[src/rtl/signed_display_scanner_pkg.sv]
// Shared segment constants and scan state encoding for the signed display scanner.
// Segment vectors are active-low {a,b,c,d,e,f,g}, a is the MSB.
package signdisp_pkg;

  localparam logic [6:0] SEG_BLANK = 7'b1111111;
  localparam logic [6:0] SEG_MINUS = 7'b1111110;

  localparam logic [6:0] SEG_DIGIT [0:8] = '{
    7'b0000001, 7'b1001111, 7'b0010010,
    7'b0000110, 7'b1001100, 7'b0100100,
    7'b0100000, 7'b0001111, 7'b0000000
  };

  typedef enum logic {BLANK, SHOW} state_t;

endpackage

[src/rtl/sign_mag_encode.sv]
// Combinational split of a 4-bit two's-complement value into sign and magnitude digit patterns.
// Zero latency; no flow control.
module sign_mag_encode
  import signdisp_pkg::*;
(
  input  logic [3:0] value,
  output logic [6:0] sign_seg,
  output logic [6:0] mag_seg
);

  logic [3:0] mag;

  // The 4-bit negation of -8 wraps back to 4'b1000, which reads as 8 unsigned.
  always_comb begin
    mag      = value[3] ? (~value + 4'd1) : value;
    sign_seg = value[3] ? SEG_MINUS : SEG_BLANK;
    mag_seg  = SEG_DIGIT[mag];
  end

endmodule

[src/rtl/signed_display_scanner.sv]
// Scans NUM_VALUES signed nibbles onto a shared active-low 7-seg bus with blanking and a frame-synchronous double buffer.
// Outputs lag the scan state by one register; optional per-slot dimming is enabled with the SIGNDISP_DIM_EN macro.
module signed_display_scanner
  import signdisp_pkg::*;
#(
  parameter int NUM_VALUES   = 4,
  parameter int PRESCALE     = 50000,
  parameter int BLANK_CYCLES = 16
) (
  input  logic                    clk,
  input  logic                    rst,
  input  logic [4*NUM_VALUES-1:0] values,
  input  logic                    load,
`ifdef SIGNDISP_DIM_EN
  input  logic [1:0]              bright,
`endif
  output logic [6:0]              seg,
  output logic [2*NUM_VALUES-1:0] dig_n,
  output logic                    frame_done,
  output logic                    upd_ack
);

  localparam int NUM_DIGITS  = 2 * NUM_VALUES;
  localparam int SHOW_CYCLES = PRESCALE - BLANK_CYCLES;
  localparam int PH_W        = $clog2(PRESCALE + 1);
  localparam int SL_W        = $clog2(NUM_DIGITS);

  state_t                  state, state_nxt;
  logic [PH_W-1:0]         phase, phase_nxt;
  logic [SL_W-1:0]         slot, slot_nxt;
  logic                    wrap;
  logic                    enter_show;

  logic [4*NUM_VALUES-1:0] active;
  logic [4*NUM_VALUES-1:0] staging;
  logic                    pending;

  logic [3:0]              cur_value;
  logic [6:0]              sign_seg, mag_seg;
  logic                    dig_on;
  logic [6:0]              seg_nxt;
  logic [NUM_DIGITS-1:0]   dig_nxt;

  always_ff @(posedge clk) begin
    if (rst) begin
      state <= BLANK;
      phase <= '0;
      slot  <= '0;
    end else begin
      state <= state_nxt;
      phase <= phase_nxt;
      slot  <= slot_nxt;
    end
  end

  always_comb begin
    state_nxt  = state;
    phase_nxt  = phase + PH_W'(1);
    slot_nxt   = slot;
    wrap       = 1'b0;
    enter_show = 1'b0;
    case (state)
      BLANK: begin
        if (phase == PH_W'(BLANK_CYCLES - 1)) begin
          state_nxt  = SHOW;
          phase_nxt  = '0;
          enter_show = 1'b1;
        end
      end
      SHOW: begin
        if (phase == PH_W'(SHOW_CYCLES - 1)) begin
          state_nxt = BLANK;
          phase_nxt = '0;
          if (slot == SL_W'(NUM_DIGITS - 1)) begin
            slot_nxt = '0;
            wrap     = 1'b1;
          end else begin
            slot_nxt = slot + SL_W'(1);
          end
        end
      end
      default: begin
        state_nxt = BLANK;
        phase_nxt = '0;
      end
    endcase
  end

  // A load landing on the wrap edge bypasses staging so it is not held back a whole frame.
  always_ff @(posedge clk) begin
    if (rst) begin
      active  <= '0;
      staging <= '0;
      pending <= 1'b0;
    end else if (wrap) begin
      if (load) begin
        active  <= values;
        staging <= values;
      end else if (pending) begin
        active  <= staging;
      end
      pending <= 1'b0;
    end else if (load) begin
      staging <= values;
      pending <= 1'b1;
    end
  end

  always_comb begin
    cur_value = '0;
    for (int k = 0; k < NUM_VALUES; k++) begin
      if ((int'(slot) >> 1) == k) cur_value = active[4*k +: 4];
    end
  end

  sign_mag_encode u_encode (
    .value    (cur_value),
    .sign_seg (sign_seg),
    .mag_seg  (mag_seg)
  );

`ifdef SIGNDISP_DIM_EN
  localparam int QUARTER = SHOW_CYCLES / 4;

  logic [1:0]      bright_q;
  logic [PH_W-1:0] dim_limit;

  always_ff @(posedge clk) begin
    if (rst)             bright_q <= '0;
    else if (enter_show) bright_q <= bright;
  end

  // Quarter q is lit while q <= bright, i.e. phase below (bright+1) quarters.
  always_comb begin
    case (bright_q)
      2'd0:    dim_limit = PH_W'(QUARTER);
      2'd1:    dim_limit = PH_W'(2 * QUARTER);
      2'd2:    dim_limit = PH_W'(3 * QUARTER);
      default: dim_limit = PH_W'(4 * QUARTER);
    endcase
    dig_on = (state == SHOW) && (phase < dim_limit);
  end
`else
  always_comb dig_on = (state == SHOW);
`endif

  always_comb begin
    seg_nxt = SEG_BLANK;
    if (state == SHOW) seg_nxt = slot[0] ? mag_seg : sign_seg;
    dig_nxt = ~({{(NUM_DIGITS-1){1'b0}}, dig_on} << slot);
  end

  always_ff @(posedge clk) begin
    if (rst) begin
      seg        <= SEG_BLANK;
      dig_n      <= '1;
      frame_done <= 1'b0;
      upd_ack    <= 1'b0;
    end else begin
      seg        <= seg_nxt;
      dig_n      <= dig_nxt;
      frame_done <= wrap;
      upd_ack    <= wrap & (pending | load);
    end
  end

endmodule

[config.mk]
export PLATFORM = sky130hd
export DESIGN_NAME = signed_display_scanner
export DESIGN_NICKNAME = d
export VERILOG_FILES = /design/src/rtl/signed_display_scanner_pkg.sv /design/src/rtl/sign_mag_encode.sv /design/src/rtl/signed_display_scanner.sv
export SDC_FILE = /design/constraint.sdc
export NUM_CORES = 1
export LEC_CHECK = 0
export CAP_MARGIN = 20
export CORE_MARGIN = 8
export CORE_UTILIZATION = 35
export CTS_CLUSTER_SIZE = 8
export DETAILED_ROUTE_END_ITERATION = 8
export PLACE_DENSITY = 0.58
export REMOVE_ABC_BUFFERS = 1
export SETUP_SLACK_MARGIN = 0.3
export SKIP_LAST_GASP = 1
export SLEW_MARGIN = 20
export SYNTH_ARGS = -nofsm -noshare
export SYNTH_HDL_FRONTEND = slang
export SYNTH_SLANG_ARGS = --single-unit
[constraint.sdc]
create_clock -name clk -period 2 [get_ports clk]
set_clock_uncertainty 0.05 [all_clocks]
set_input_delay 0.4 -clock clk [delete_from_list [all_inputs] [get_ports clk]]
set_output_delay 0.4 -clock clk [all_outputs]
set_load 0.05 [all_outputs]
**Run 1: clock nets**

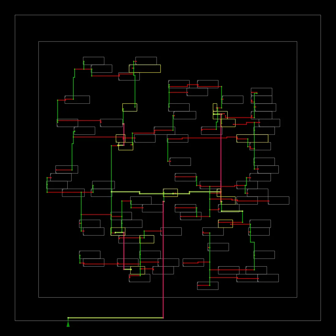
clk pwr: 0.00125 W
CTS Sinks: 70
Num CTS Buffers: 9
clock buffers: 12
Late-Pin Clk Latency: 0.34 ns

**Run 1: routed metal per tile**

Bar = 20 um. 21 x 21 tiles, from dark blue (low) to red (high), scaled to the fullest tile. Values are wire area over tile area, all layers added.
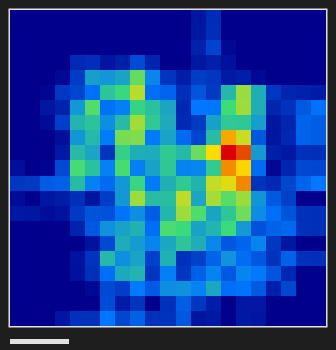
fullest tile: 0.57
mean over tiles: 0.099
emptiest ninth of the die: bottom left
densest ninth of the die: middle
tiles over half the peak: 7.0%

==> run_results.csv, run 1 <==
group,metric,value,unit
cells_and_area,regArea,1410,um2
worst_setup_path,cp_num_buf_inv,2,
cells_and_area,comb_area,1630,um2
cells_and_area,n_fill_cell,725,
cells_and_area,comb_cells,198,
cells_and_area,ff_count,70,
power,power_leader,"registers",
power,leakage,1.60,nW
worst_setup_path,rr_endpoint,"active[2]",
power,ir_drop,0.000315,V
cells_and_area,buffers,85,
worst_setup_path,crit_arrival,2.04,ns
cells_and_area,seq_share,0.337,
power,netSwitchingPower,0.000581,W
floorplanning,fp-row-count,33,
synth,logic_family,"simple AND/OR/NAND/NOR gates",
cells_and_area,drive_above_1_share,0.316,
power,p_per_area,671,nW/um2
power,pwr-share-clk,0.444,
sta,rsz0062_at_grt,"true",
job,warnings,27,
synth,postSynthSeqShare,0.481,
synth,edf_count,0,
worst_setup_path,critPathKind,"reg -> reg",
cells_and_area,comb-cell-share,0.388,
synth,yosys-stat-cells,287,
cells_and_area,final-clk-cell-share,0.0511,
cts,cts-root-buf,"clkbuf_8",
worst_setup_path,r2r-start,"phase[6]",
drt,viasPerCell,5.04,
worst_setup_path,rr_worst_depth,6,
sta,relSlewSlack,0.669,
cells_and_area,reg.largest.list,"active: 16 flops, phase: 16 flops, staging: 16 flops",
sta,holdWs,0.471,ns
power,pwr-share-comb,0.047,
synth,netlist-cell-type-count,43,
hold_path,hold-path-endpoint,"staging[7]",
drt,dr_wl_met3,314,um
cells_and_area,diodes,0,
worst_setup_path,required,2.18,ns
worst_setup_path,rrSetupSlack,0.13,ns
sta,final.period_utilization,0.933,
cells_and_area,fin_util,0.515,
cts,h-tree-depth,3,
synth,synthAdderAreaFrac,0.0129,
global_route,grt_remaining_overflow,0,
place,placed_cells,437,
global_route,antenna_found_initial,0,
synth,ys.flop_type,"dfxtp_1",
power,total_power,0.00281,W
synth,yosysWarnings,0,
global_route,met3_usage,0.0294,
cells_and_area,stdcell_count,475,
sta,slew_violations,0,
drt,route.met2.wl,3.43,mm
drt,dr.pass1.iters,4,
cells_and_area,buf_share,0.190,
worst_setup_path,critPathSlowestCell,"dfxtp_2",
global_route,busiest_layer,"met2",
place,placedInstanceArea,3530,um2
cells_and_area,final_common_cell,"dfxtp_1",
drt,routedWlPerCell,15.3,um
worst_setup_path,cp_top_family,"simple AND/OR/NAND/NOR gates",
place,gp_congestion,0.773,
outcome,outcome,"completed",
sta,max_freq,536,MHz
worst_setup_path,path_cells,"nor4_4 -> and4bb_2 -> o2111a_2 -> buf_6 -> buf_12 -> mux2_4",
power,p_seq,0.00143,W
floorplanning,fp_util,0.358,
cells_and_area,lay_top_cells,"64 x dfxtp_1, 39 x buf_4, 22 x nand2_1",
worst_setup_path,end_kind,"register",
sta,setup_viol,0,
job,cap_violations,0,
synth,syn_inst,287,
worst_setup_path,max_stage_delay,0.33,ns
floorplanning,die.size.y,107,um
**Run 1: signal wires on met3**

Bar = 20 um.
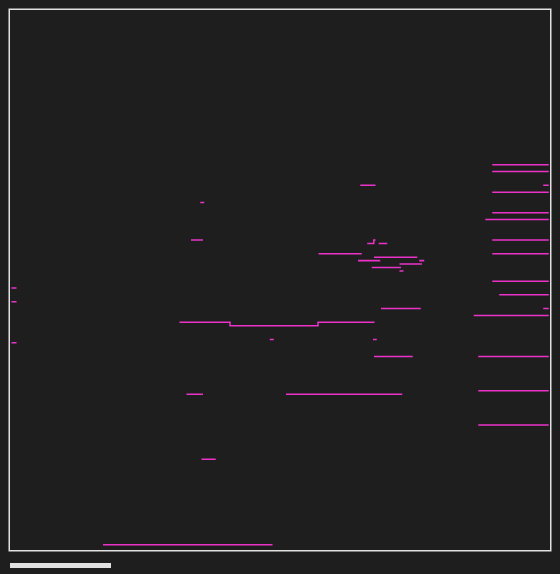
nets with wire on the layer: 29
longest straight run: 33.3 um
main direction: horizontal
wire length on this layer: 314 um

**Run 1: placed cells, one color a class**

Fill, decap, tap and diode cells in gray.
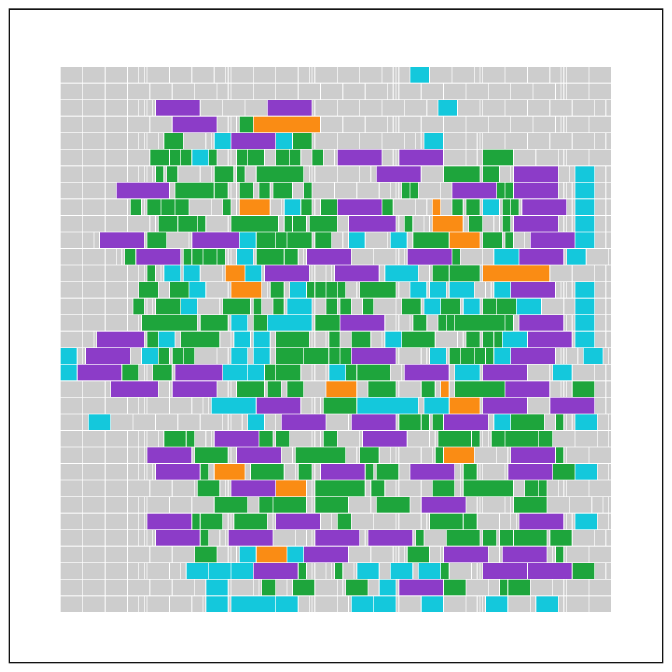

==> run 1 -> run 2 <==
--- a/config.mk
+++ b/config.mk
@@ -7,10 +7,10 @@
 export LEC_CHECK = 0
 export CAP_MARGIN = 20
 export CORE_MARGIN = 8
-export CORE_UTILIZATION = 35
+export CORE_UTILIZATION = 49
 export CTS_CLUSTER_SIZE = 8
 export DETAILED_ROUTE_END_ITERATION = 8
-export PLACE_DENSITY = 0.58
+export PLACE_DENSITY = 0.76
 export REMOVE_ABC_BUFFERS = 1
 export SETUP_SLACK_MARGIN = 0.3
 export SKIP_LAST_GASP = 1
==> constraint.sdc (replaced) <==
create_clock -name clk -period 2 [get_ports clk]
set_clock_uncertainty 0.05 [all_clocks]
set_input_delay 0.4 -clock clk [delete_from_list [all_inputs] [get_ports clk]]
set_output_delay 0.4 -clock clk [all_outputs]
set_load 0.02 [all_outputs]
**Run 2: placed cells, one color a class**

Fill, decap, tap and diode cells in gray.
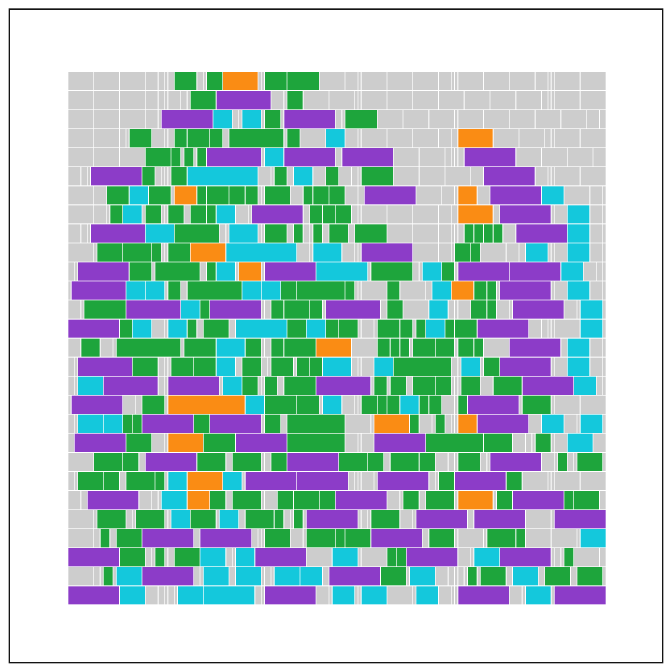
legend:
  remaining buffers and delay cells:
    color: cyan
    cells: 79
    share_of_their_area: 19%
  registers:
    color: purple
    cells: 70
    share_of_their_area: 36%
  clock drivers and dummy loads:
    color: orange
    cells: 16
    share_of_their_area: 5.2%
  remaining logic cells:
    color: green
    cells: 199
    share_of_their_area: 40%

**Run 2: met1 routing**

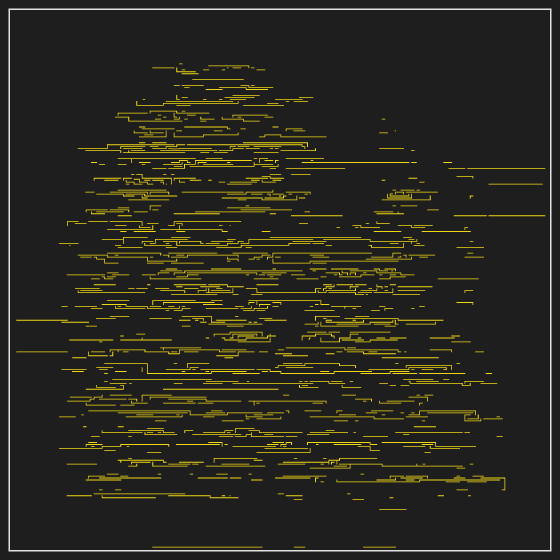
main direction: horizontal
share of all routed wire: 42%
wire length on this layer: 3080 um
longest straight run: 20.2 um

==> run_results.csv, run 2 <==
group,metric,value,unit
outcome,outcome,"completed",
power,p_per_area,693,nW/um2
floorplanning,fp_util,0.498,
synth,synthAdderAreaFrac,0.0129,
drt,dr.pass1.iters,4,
cells_and_area,regArea,1410,um2
synth,ys.flop_type,"dfxtp_1",
cells_and_area,buffers,79,
floorplanning,fp-row-count,28,
global_route,grt_remaining_overflow,0,
cts,cts-root-buf,"clkbuf_8",
worst_setup_path,rr_endpoint,"active[0]",
cells_and_area,nClkBuffers,9,
cells_and_area,ff_count,70,
job,warnings,27,
worst_setup_path,critPathSlowestCell,"dfxtp_2",
cells_and_area,fin_util,0.688,
place,placed_cells,404,
drt,routedWlPerCell,16.9,um
power,netSwitchingPower,0.000682,W
synth,yosysWarnings,0,
power,powerClk,0.00119,W
power,total_power,0.00279,W
sta,max_freq,538,MHz
drt,route.met2.wl,3.82,mm
drt,viasPerCell,5.44,
cts,cts_buffers,9,
sta,slew_violations,0,
sta,holdWs,0.459,ns
cells_and_area,final-clk-cell-share,0.0507,
worst_setup_path,critPathKind,"reg -> reg",
synth,postSynthSeqShare,0.481,
cells_and_area,reg.largest.list,"active: 16 flops, phase: 16 flops, staging: 16 flops",
global_route,met3_usage,0.0425,
worst_setup_path,cp_num_buf_inv,1,
worst_setup_path,crit_arrival,2.06,ns
synth,logic_family,"simple AND/OR/NAND/NOR gates",
worst_setup_path,required,2.20,ns
worst_setup_path,max_stage_delay,0.34,ns
cts,clock.latency.late_pin,0.36,ns
worst_setup_path,r2r-start,"phase[7]",
**Run 2: routed metal per tile**

Bar = 20 um. 19 x 19 tiles, from dark blue (low) to red (high), scaled to the fullest tile. Values are wire area over tile area, all layers added.
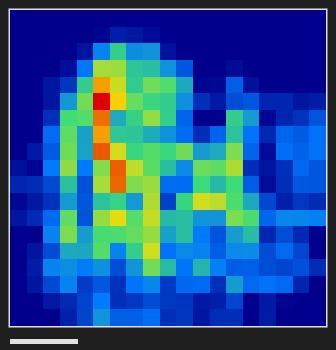
fullest tile: 0.61
mean over tiles: 0.14
nearly empty tiles: 27%

Power is estimated from default activity; no workload was simulated.
